$ cat config.mk
export PLATFORM = sky130hd
export DESIGN_NAME = uart_tx_buffered
export DESIGN_NICKNAME = d
export VERILOG_FILES = /design/src/rtl/uart_pkg.sv /design/src/rtl/uart_sync_fifo.sv /design/src/rtl/uart_tx_buffered.sv
export SDC_FILE = /design/constraint.sdc
export NUM_CORES = 1
export LEC_CHECK = 0
export CORE_ASPECT_RATIO = 0.7
export CORE_UTILIZATION = 40
export CTS_BUF_LIST = sky130_fd_sc_hd__clkbuf_4 sky130_fd_sc_hd__clkbuf_8
export DETAILED_ROUTE_END_ITERATION = 6
export PLACE_DENSITY = 0.66
export REMOVE_ABC_BUFFERS = 1
export SYNTH_ARGS = -nofsm -noshare
export SYNTH_HDL_FRONTEND = slang
export SYNTH_SLANG_ARGS = --single-unit
$ cat constraint.sdc
create_clock -name clk -period 3.5 [get_ports clk]
set_input_delay 0.525 -clock clk [delete_from_list [all_inputs] [get_ports clk]]
set_output_delay 0.525 -clock clk [all_outputs]
set_load 0.02 [all_outputs]
$ cat src/rtl/uart_pkg.sv
// uart_pkg
// Shared definitions for the buffered UART transmitter:
//   tx_state_t   - serialiser FSM states
//   DATA_*       - io_config_dataType encodings
//   STOP_*       - io_config_stopType encodings
//   PAR_*        - io_config_parityType encodings
//   data_bits()  - number of data bits sent for a given dataType
//   parity_bit() - parity bit value for a word under a given format
package uart_pkg;

  typedef enum logic [2:0] {
    ST_IDLE,
    ST_START,
    ST_DATA,
    ST_PARITY,
    ST_STOP,
    ST_BREAK
  } tx_state_t;

  localparam logic [1:0] DATA_7      = 2'd0;
  localparam logic [1:0] DATA_8      = 2'd1;
  localparam logic [1:0] DATA_9      = 2'd2;
  localparam logic [1:0] DATA_8_RSVD = 2'd3;

  localparam logic STOP_1 = 1'b0;
  localparam logic STOP_2 = 1'b1;

  localparam logic [1:0] PAR_NONE = 2'd0;
  localparam logic [1:0] PAR_EVEN = 2'd1;
  localparam logic [1:0] PAR_ODD  = 2'd2;
  localparam logic [1:0] PAR_MARK = 2'd3;

  // The reserved dataType encoding behaves as plain 8-bit data.
  function automatic logic [3:0] data_bits(input logic [1:0] data_type);
    logic [3:0] n;
    case (data_type)
      DATA_7:      n = 4'd7;
      DATA_9:      n = 4'd9;
      DATA_8_RSVD: n = 4'd8;
      default:     n = 4'd8;
    endcase
    return n;
  endfunction

  // Only the bits actually transmitted contribute to the parity.
  function automatic logic parity_bit(input logic [1:0] parity_type,
                                      input logic [1:0] data_type,
                                      input logic [8:0] word);
    logic [8:0] mask;
    logic       even;
    logic       p;
    case (data_type)
      DATA_7:  mask = 9'h07F;
      DATA_9:  mask = 9'h1FF;
      default: mask = 9'h0FF;
    endcase
    even = ^(word & mask);
    case (parity_type)
      PAR_EVEN: p = even;
      PAR_ODD:  p = ~even;
      PAR_MARK: p = 1'b1;
      default:  p = 1'b0;
    endcase
    return p;
  endfunction

endpackage

$ cat src/rtl/uart_sync_fifo.sv
// uart_sync_fifo
// Single-clock FIFO holding words waiting for the serialiser.
// DEPTH must be a power of two so the pointers wrap naturally.
//   clk, reset  - clock, synchronous active-high reset
//   push        - write push_data (ignored when full)
//   push_data   - word to store
//   pop         - discard the head word (ignored when empty)
//   pop_data    - head word, valid whenever count != 0
//   full        - no free entries
//   count       - registered occupancy, 0..DEPTH
module uart_sync_fifo #(
  parameter int WIDTH = 9,
  parameter int DEPTH = 8
) (
  input  logic                       clk,
  input  logic                       reset,
  input  logic                       push,
  input  logic [WIDTH-1:0]           push_data,
  input  logic                       pop,
  output logic [WIDTH-1:0]           pop_data,
  output logic                       full,
  output logic [$clog2(DEPTH+1)-1:0] count
);

  localparam int AW = $clog2(DEPTH);
  localparam int CW = $clog2(DEPTH+1);

  logic [WIDTH-1:0] mem [DEPTH];
  logic [AW-1:0]    wr_ptr;
  logic [AW-1:0]    rd_ptr;
  logic             do_push;
  logic             do_pop;

  assign full     = (count == CW'(DEPTH));
  assign do_push  = push && !full;
  assign do_pop   = pop && (count != '0);
  assign pop_data = mem[rd_ptr];

  // Storage needs no reset; an entry is only read after it was written.
  always_ff @(posedge clk) begin
    if (do_push) begin
      mem[wr_ptr] <= push_data;
    end
  end

  // Pointers and occupancy; a simultaneous push and pop leaves count unchanged.
  always_ff @(posedge clk) begin
    if (reset) begin
      wr_ptr <= '0;
      rd_ptr <= '0;
      count  <= '0;
    end else begin
      if (do_push) begin
        wr_ptr <= wr_ptr + 1'b1;
      end
      if (do_pop) begin
        rd_ptr <= rd_ptr + 1'b1;
      end
      case ({do_push, do_pop})
        2'b10:   count <= count + 1'b1;
        2'b01:   count <= count - 1'b1;
        default: count <= count;
      endcase
    end
  end

endmodule

$ cat src/rtl/uart_tx_buffered.sv
// uart_tx_buffered
// Buffered UART transmitter: a DEPTH-entry FIFO feeding a serialiser that
// supports 7/8/9 data bits, none/even/odd/mark parity, 1 or 2 stop bits and
// line-break generation.
// Optional build macro: UART_TX_CTS_EN adds io_cts_n (active-low clear to
// send, double-flop synchronised); frames only start while it is low.
// Ports:
//   clk, reset             - clock, synchronous active-high reset
//   io_config_*            - frame format and bit period, latched per frame
//   io_data_valid/bits     - producer word (unused upper bits ignored)
//   io_data_ready          - FIFO can accept a word
//   io_break               - level request for a line break (sampled in IDLE)
//   io_cts_n               - clear to send, only with UART_TX_CTS_EN
//   io_tx                  - registered serial line, idle high
//   io_busy                - frame/break in progress or FIFO non-empty
//   io_count               - FIFO occupancy
module uart_tx_buffered
  import uart_pkg::*;
#(
  parameter int DEPTH     = 8,
  parameter int DIV_WIDTH = 20
) (
  input  logic                       clk,
  input  logic                       reset,
  input  logic [1:0]                 io_config_dataType,
  input  logic                       io_config_stopType,
  input  logic [1:0]                 io_config_parityType,
  input  logic [DIV_WIDTH-1:0]       io_config_clockDivider,
  input  logic                       io_data_valid,
  input  logic [8:0]                 io_data_bits,
  output logic                       io_data_ready,
  input  logic                       io_break,
`ifdef UART_TX_CTS_EN
  input  logic                       io_cts_n,
`endif
  output logic                       io_tx,
  output logic                       io_busy,
  output logic [$clog2(DEPTH+1)-1:0] io_count
);

  tx_state_t            state;
  logic [DIV_WIDTH-1:0] div_q;
  logic [DIV_WIDTH-1:0] baud_cnt;
  logic [DIV_WIDTH-1:0] baud_next;
  logic [1:0]           data_type_q;
  logic [1:0]           parity_type_q;
  logic                 stop_two_q;
  logic [8:0]           word_q;
  logic [8:0]           shift_q;
  logic [3:0]           bit_idx;
  logic                 stop_idx;

  logic                 full;
  logic [8:0]           fifo_data;
  logic                 push;
  logic                 pop;
  logic                 cts_ok;
  logic                 bit_end;
  logic                 stop_last;
  logic                 stop_done;
  logic                 can_start;
  logic                 start_frame;

  uart_sync_fifo #(
    .WIDTH (9),
    .DEPTH (DEPTH)
  ) u_fifo (
    .clk       (clk),
    .reset     (reset),
    .push      (push),
    .push_data (io_data_bits),
    .pop       (pop),
    .pop_data  (fifo_data),
    .full      (full),
    .count     (io_count)
  );

`ifdef UART_TX_CTS_EN
  logic [1:0] cts_sync;

  // Two-flop synchroniser for the asynchronous clear-to-send pin.
  always_ff @(posedge clk) begin
    if (reset) begin
      cts_sync <= 2'b11;
    end else begin
      cts_sync <= {cts_sync[0], io_cts_n};
    end
  end

  assign cts_ok = !cts_sync[1];
`else
  assign cts_ok = 1'b1;
`endif

  assign io_data_ready = !full && !reset;
  assign push          = io_data_valid && io_data_ready;
  assign io_busy       = (state != ST_IDLE) || (io_count != '0);

  assign bit_end   = (baud_cnt == div_q);
  assign baud_next = bit_end ? '0 : baud_cnt + 1'b1;
  assign stop_last = (stop_two_q == STOP_1) || stop_idx;
  assign stop_done = (state == ST_STOP) && bit_end && stop_last;

  // A queued word may start from IDLE or directly out of the final stop bit,
  // so consecutive frames run back to back; a break request holds it off.
  assign can_start   = (io_count != '0) && !io_break && cts_ok;
  assign start_frame = can_start && ((state == ST_IDLE) || stop_done);
  assign pop         = start_frame;

  // Serialiser FSM with registered line output and baud counter. Every
  // transition also sets io_tx for the bit that begins on the next cycle.
  always_ff @(posedge clk) begin
    if (reset) begin
      state         <= ST_IDLE;
      io_tx         <= 1'b1;
      baud_cnt      <= '0;
      div_q         <= '0;
      data_type_q   <= DATA_8;
      parity_type_q <= PAR_NONE;
      stop_two_q    <= STOP_1;
      word_q        <= '0;
      shift_q       <= '0;
      bit_idx       <= '0;
      stop_idx      <= 1'b0;
    end else if (start_frame) begin
      state         <= ST_START;
      io_tx         <= 1'b0;
      baud_cnt      <= '0;
      div_q         <= io_config_clockDivider;
      data_type_q   <= io_config_dataType;
      parity_type_q <= io_config_parityType;
      stop_two_q    <= io_config_stopType;
      word_q        <= fifo_data;
      shift_q       <= fifo_data;
    end else begin
      unique case (state)
        ST_IDLE: begin
          if (io_break) begin
            state    <= ST_BREAK;
            io_tx    <= 1'b0;
            baud_cnt <= '0;
            div_q    <= io_config_clockDivider;
          end
        end
        ST_START: begin
          baud_cnt <= baud_next;
          if (bit_end) begin
            state   <= ST_DATA;
            io_tx   <= shift_q[0];
            shift_q <= shift_q >> 1;
            bit_idx <= '0;
          end
        end
        ST_DATA: begin
          baud_cnt <= baud_next;
          if (bit_end) begin
            if (bit_idx == data_bits(data_type_q) - 4'd1) begin
              if (parity_type_q != PAR_NONE) begin
                state <= ST_PARITY;
                io_tx <= parity_bit(parity_type_q, data_type_q, word_q);
              end else begin
                state    <= ST_STOP;
                io_tx    <= 1'b1;
                stop_idx <= 1'b0;
              end
            end else begin
              bit_idx <= bit_idx + 4'd1;
              io_tx   <= shift_q[0];
              shift_q <= shift_q >> 1;
            end
          end
        end
        ST_PARITY: begin
          baud_cnt <= baud_next;
          if (bit_end) begin
            state    <= ST_STOP;
            io_tx    <= 1'b1;
            stop_idx <= 1'b0;
          end
        end
        ST_STOP: begin
          baud_cnt <= baud_next;
          if (bit_end) begin
            if (stop_last) begin
              state <= ST_IDLE;
            end else begin
              stop_idx <= 1'b1;
            end
          end
        end
        ST_BREAK: begin
          // Releasing the break always yields one full mark bit before
          // anything else can start.
          if (!io_break) begin
            state      <= ST_STOP;
            io_tx      <= 1'b1;
            stop_two_q <= STOP_1;
            stop_idx   <= 1'b0;
            baud_cnt   <= '0;
          end
        end
        default: begin
          state <= ST_IDLE;
          io_tx <= 1'b1;
        end
      endcase
    end
  end

endmodule

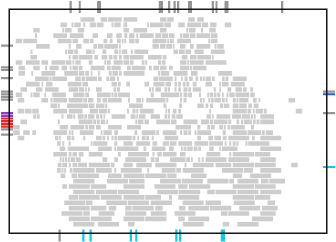
*Pin placement*
Pins as bars across the die edge, other pins in gray.
[cyan] io_data_bits | pins: 9 | direction: input | edge: 8 bottom, 1 right
[purple] io_config_dataType | pins: 2 | direction: input | edge: left
[red] io_count | pins: 4 | direction: output | edge: left
[blue] io_config_stopType | pins: 1 | direction: input | edge: right
all pins by edge: 16 top, 16 left, 9 bottom, 4 right

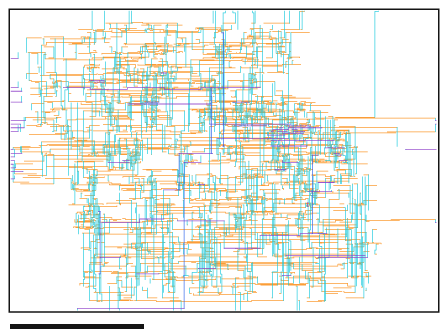
*Wiring by layer*
Scale bar: 50 microns.
[blue] met4 | wire length: 187 microns
[purple] met3 | wire length: 619 microns
[cyan] met2 | wire length: 6160 microns
[orange] met1 | wire length: 7530 microns

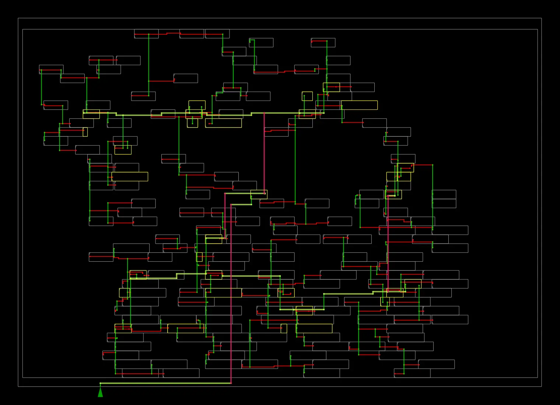
*Clock routing*
Clk power: 1.62 mW
registers: 157
worst clock skew: 15.4 ps
clk latency late pin: 460 ps
clock tree sinks: 157

==> results_slide.txt <==
Physical Implementation Snapshot

STA
  • Fmax: 0.338 GHz
  • Measured slew at the worst slew-check pin: 917 ps
  • Fin crit period: roughly 3000 ps
  • Final Hold Vio Count: 0

Finish
  • Finished Layout Cells: 881
  • Number of fill cells: approximately 1400
  • Signal buf overhead: 6.67%
  • Number of non-clock inverters: 6
  • Non-Clock Buffer Count: 58
  • Clk_buf instances: 18
  • Leading cell kind: sequential cells
  • Nets: 688

Yosys
  • Post-synth top area cell: edfxtp_1
  • Post-Synthesis Cell Area: slightly below 0.007 sq mm
  • Ys cells: 593
  • Asr flop ratio synth: 0%
  • Top FF cell, synth: dfxtp_1
  • Top cells by count: dfxtp_1, edfxtp_1, nor2_1
  • Synth warn: 0
  • Count leader, synth: dfxtp_1
  • Distinct cells, synth: 62

Pwr
  • Switching share of power: roughly a third
  • Power per standard cell area: 693 mW/mm^2
  • Gate power share: 30.0%

Clock network
  • CTS tree: built
  • Clk buf depth: 2
  • Cts hold-fix bufs: 0

Floorplanning
  • Die Wd: 159 microns
  • Ports: 45
  • Die Ht: 112 microns
  • Core ar.: 0.0166 sq mm

Hold path
  • Hold Path Stages: 2
  • Min-delay worst type: flip-flop to flip-flop
  • Worst Hold End: word_q[4]
  • Hold path start: word_q[4]

Setup path
  • Crit-path slowest cell: dfxtp_1
  • Reg2reg start: baud_cnt[8]
  • Critical Path Max Stage Delay: about 500 ps
  • CP Max Fanout: 7
  • Buf+Inv Stages, Crit Path: 1
  • Critical path class: flip-flop to flip-flop

Place
  • Routability cong.: between 0.8 and 0.9
  • Final HPWL DP: 9.98 mm

GRT
  • First-pass GRT wire length: 23.7 mm
  • Vias in the first global route: 4516
  • Global-route usage over all layers: 17.1%

Run
  • Max cap viols: 0

Detailed routing
  • Antenna Nets Post-Route: 0
  • Routed wire length: 14.5 mm

Status
  • Outcome: finished clean
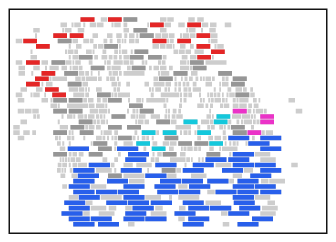
*Sequential cells grouped by signal name*
Other sequential cells in the stronger gray, the rest of the logic in the fainter gray.
[blue] u_fifo.mem | placed flops: 72
[cyan] shift_q | placed flops: 9 | where: middle
[magenta] bit_idx | placed flops: 4 | where: right middle
[red] div_q | placed flops: 20

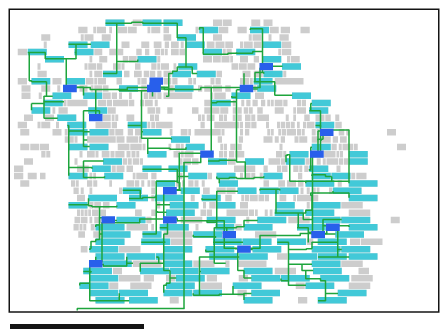
*Routed clock nets over the placement*
Scale bar: 50 microns.
[cyan] flip-flops | count: 157
[blue] cells driving clock nets | count: 17
[green] clock wires | length: 1800 microns
routed clock nets: 18

[kinds of logic after synthesis]
logic type / count (synthesis) / synth area share (%)
and+or+nand+nor: 213 / 15.3
muxes: 52 / 10.9
xor gates and xnor gates: 46 / 6.31
AOI/OAI and AO/OA: 85 / 8.09
adders and majority gates: 7 / 1.26
DFF: 157 / 55.7
buffers and inverters: 33 / 2.49
[stage by stage]
stage / worst slack, ps / power, mW / hold slack [ps] / cell area [sq um]
5_1_grt: 355 / 5.90 / 497 / 8100
6_report: 538 / 5.61 / 473 / 8100
4_1_cts: 545 / 5.64 / 474 / 8100
2_1_floorplan: 401 / 3.55 / 426 / 6790
3_5_place_dp: 438 / 4.03 / 462 / 7620
3_3_place_gp: 539 / 3.98 / 442 / 7620
[flip-flops by register name (all words and copies together) (netlist names), 4 cells and up, named ones only]
signal and flops:
u_fifo.mem 72, baud_cnt 20, div_q 20, shift_q 9, word_q 9, bit_idx 4
u_fifo.count 4
[worst register-to-register path: stages, from the launching register on]
cell	delay (ps)
dfxtp_1	500
xnor2_2	150
nand4_1	160
nor3_4	360
and2_4	260
a41oi_4	100
inv_2	90
ha_1	250
xor2_1	180
ha_1	170
a21oi_1	50
xor2_1	180
or3_1	320
a21oi_1	140
[layout by cell type, fill, tap and decap left out, types with 3 or more instances in the layout]
cell,synthesis,final
a21boi_1,3,3
a21oi_1,35,35
a31oi_1,10,10
and3_1,9,9
buf_4,5,14
bufinv_16,0,6
clkbuf_8,0,17
clkdlybuf4s50_1,0,43
clkinv_4,0,3
dfxtp_1,85,85
edfxtp_1,72,72
ha_1,7,7
inv_1,4,4
mux2_2,6,6
mux2i_1,28,28
mux4_2,18,18
nand2_1,56,56
nand2b_1,13,13
nand3_1,15,15
nand3b_1,4,4
nand4_1,8,8
nor2_1,66,66
nor2_2,10,10
nor3_1,10,10
o21a_1,3,3
o21ai_0,17,17
or3_1,5,5
xnor2_1,29,29
xor2_1,14,14
[power groups by stage]
| stage | combinational [mW] | sequential, mW | clock [mW] |
|---|---|---|---|
| final | 1.69 | 2.31 | 1.62 |
| after global routing | 1.85 | 2.34 | 1.72 |
| after CTS | 1.69 | 2.31 | 1.64 |
| after detailed placement | 1.68 | 2.35 | 0 |
| after global placement | 1.64 | 2.33 | 0 |
| after floorplan | 1.20 | 2.35 | 0 |
[per-layer routing]
layer | vias to the layer above | GRT usage (%) | wire length (microns)
met3 | 13 | 3.70 | 619
met2 | 121 | 24.6 | 6160
met1 | 2291 | 25.2 | 7530
li1 | 2248 | - | -
met5 | - | 0 | 0
met4 | 0 | 6.09 | 187
[how the worst max path moves through the flow]
| stage | from | endpoint | depth (start not counted) |
|---|---|---|---|
| final | baud_cnt[8] | u_fifo.count[2] | 13 |
| after global routing | baud_cnt[8] | u_fifo.count[2] | 13 |
| after CTS | baud_cnt[8] | u_fifo.count[2] | 13 |
| after detailed placement | io_break | u_fifo.count[2] | 11 |
| after global placement | io_break | u_fifo.count[2] | 11 |
| after floorplan | baud_cnt[8] | u_fifo.count[2] | 13 |
Power figures rest on the tool's default switching activity, not on a simulated workload.
